==> config.mk <==
export PLATFORM = sky130hd
export DESIGN_NAME = bus_xfer_sched_flat
export DESIGN_NICKNAME = d
export VERILOG_FILES = /design/src/rtl/bus_xfer_sched_pkg.sv /design/src/rtl/bus_xfer_sched_if.sv /design/src/rtl/bus_xfer_sched_rr_arbiter.sv /design/src/rtl/bus_xfer_sched.sv /design/src/flat_wrapper.sv
export SDC_FILE = /design/constraint.sdc
export NUM_CORES = 1
export LEC_CHECK = 0
export CAP_MARGIN = 0
export CORE_AREA = 3 3 106 108
export DETAILED_ROUTE_END_ITERATION = 16
export DIE_AREA = 0 0 109 111
export PLACE_DENSITY = 0.74
export SLEW_MARGIN = 20
export SYNTH_ARGS = -nofsm -noshare
export SYNTH_HDL_FRONTEND = slang
export SYNTH_HIERARCHICAL = 1
export SYNTH_SLANG_ARGS = --single-unit
==> constraint.sdc <==
create_clock -name clock -period 2.7 [get_ports clock]
set_input_delay 0.675 -clock clock [delete_from_list [all_inputs] [get_ports clock]]
set_output_delay 0.675 -clock clock [all_outputs]
set_load 0.01 [all_outputs]
Figure 1. Met1 routing.
The bar under the picture is 20 µm long. Supply wires on this layer in grey.
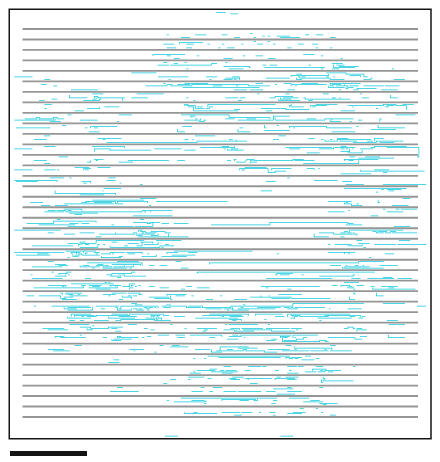
share of all routed wire: 37%
longest straight run: 46.0 µm
Vias: 2615
Post-Route WL: 9199 µm

Figure 2. Signal wires on met4.
Supply wires on this layer in grey.
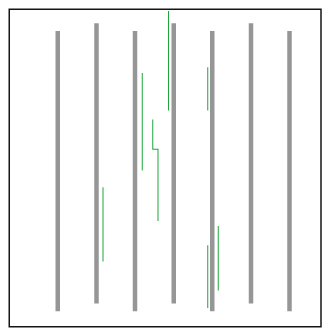
share of all routed wire: 2.1%
wire length on this layer: 191 µm
main direction: vertical

Figure 3. Met3 routing.
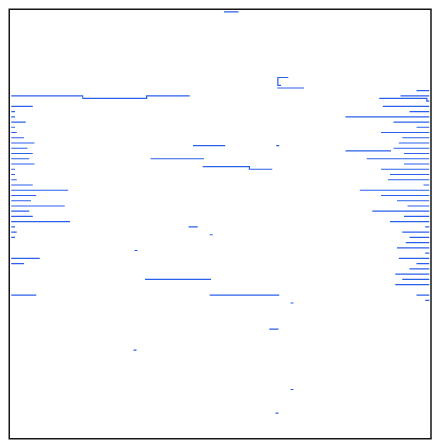
nets with wire on the layer: 78
share of all routed wire: 6.5%
wire length on this layer: 601 µm
main direction: horizontal
longest straight run: 21.4 µm
met3 Usage GRT: 4.834%

Figure 4. The metal 2 layer.
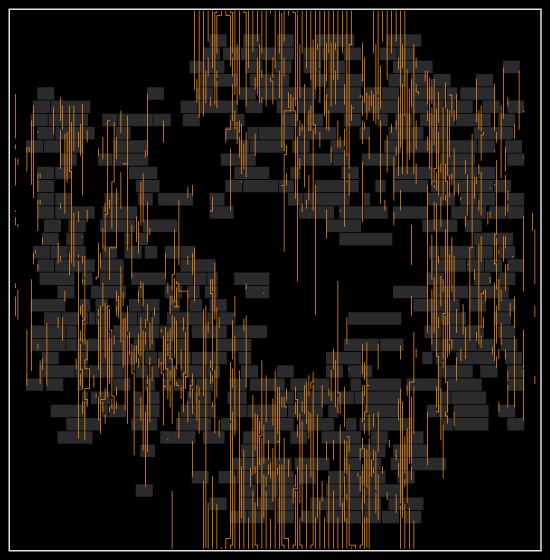
main direction: vertical
longest straight run: 49.6 µm
nets with wire on the layer: 480
wire length on this layer: 5020 µm
grt met2 use: 28.46%

Figure 5. Routing congestion.
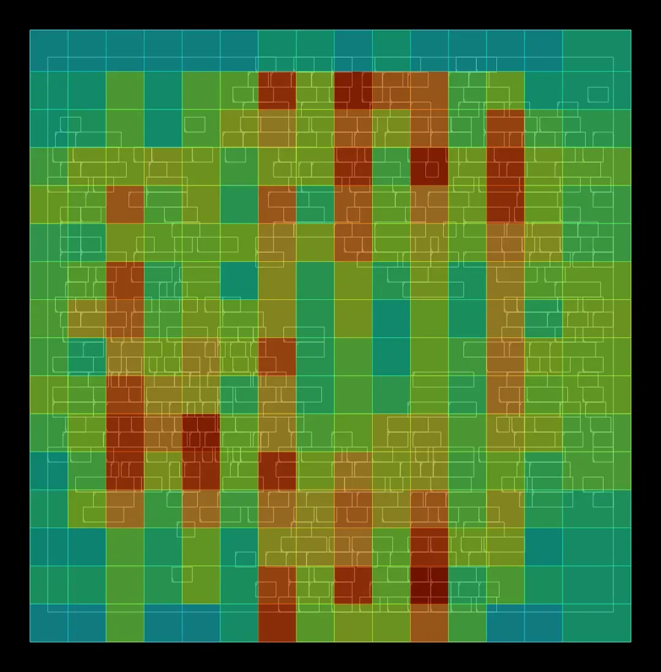
Util after Layout: 50.13%
GR peak layer: met2
GRT Total Usage: 15.23%

==> results.cfg <==
; flow metrics
[final_layout]
final_cells = 547
comb_area_um2 = 1548

[clock_network]
cts.sinks = 73
cts_buffers = 9
clkTransAtPathRegs_ps = 80
postCtsHoldBufs = 0
h-tree-depth = 3

[critical_path]
worstPathArrival_ps = 2840
regToRegSetupSlack_ps = 410
required_ps = 2920
startpoint_type = input port

[logic_synthesis]
ys_sh_xor_pct = 0
compound_area_share_pct = 12.56
synth.distinct_cells = 39
top_cells_by_count = dfxtp_1, mux4_2, and2_1, a22o_2, nor2_1
simple_gate_area_share_pct = 12.04
top_area_share_pct = 47.02
muxShareOfSynthArea_pct = 23.59

[run_status]
outcome = completed

[pwr]
max-vdd-ir-drop_uv = 359.8

[routing]
via_per_inst = 4.781
drt_first_pass_iters = 4

[die]
dieArea_um2 = 12100

[sta]
fmax_ghz = 0.3820
finClkSkew_ps = 11.07
fin_crit_ps = 2618
relSlewSlack_pct = 66.39
[power by group]
group | switching, µW | leakage, µW | internal, µW | total (µW)
combinational | 203 | 0.00125 | 402 | 605
sequential | 44.4 | 0.000596 | 1150 | 1200
clock | 413 | 0.000115 | 554 | 968
total | 661 | 0.00196 | 2110 | 2770
[cells in the final DEF (no fill, tap or decap), types with 3 or more instances in the layout]
cell / count
a21oi_1: 4
a22o_1: 5
a22o_2: 19
a22oi_1: 4
and2_1: 28
buf_12: 3
buf_4: 13
clkbuf_8: 10
clkdlybuf4s50_1: 156
dfxtp_1: 73
mux2i_1: 8
mux4_2: 29
nand2b_1: 4
nor2_1: 16
o22a_1: 5
[layer usage]
layer	track usage [%]	routed length, µm	part of all wire [%]	vias to the layer above
met5	0	0	0	-
li1	-	-	-	1241
met1	15.76	3391	37	1266
met2	28.46	5016	55	91
met3	4.834	600	6.5	17
met4	4.714	190	2.1	0
[layout make-up]
type | instances | share of cell area [%]
clock buffer | 11 | 2.732
multi-input combinational | 146 | 29.91
inverter | 2 | 0.2418
timing repair buffer | 174 | 33.92
tap | 136 | 3.288
clock inverter | 5 | 1.668
sequential | 73 | 28.24
[critical path, cell delays in order]
cell and delay, ps:
clkdlybuf4s50_1 490, nor2b_2 190, o22ai_1 120, a221oi_4 250, buf_4 210, buf_6 180, mux4_2 500, a22o_2 220
[timing repair]
| item | 4_1_cts | 5_1_grt |
|---|---|---|
| gates resized | 0 | 2 |
| hold endpoints to repair | 0 | 0 |
| setup endpoints to repair | 0 | 19 |
| setup buffers | 0 | 1 |
[logic make-up (layout without fill, tap and decap cells)]
kind of cell             count (synthesis)  count (layout)
multiplexers                            37              37
AND/OR/NAND/NOR                         64              64
AND-OR/OR-AND                           44              44
buffers and inverters                   19             192
flip-flops                              73              73
adder cells (fa/ha/maj)                  1               1
No activity file was given, so power comes from the tool's default toggle rates.
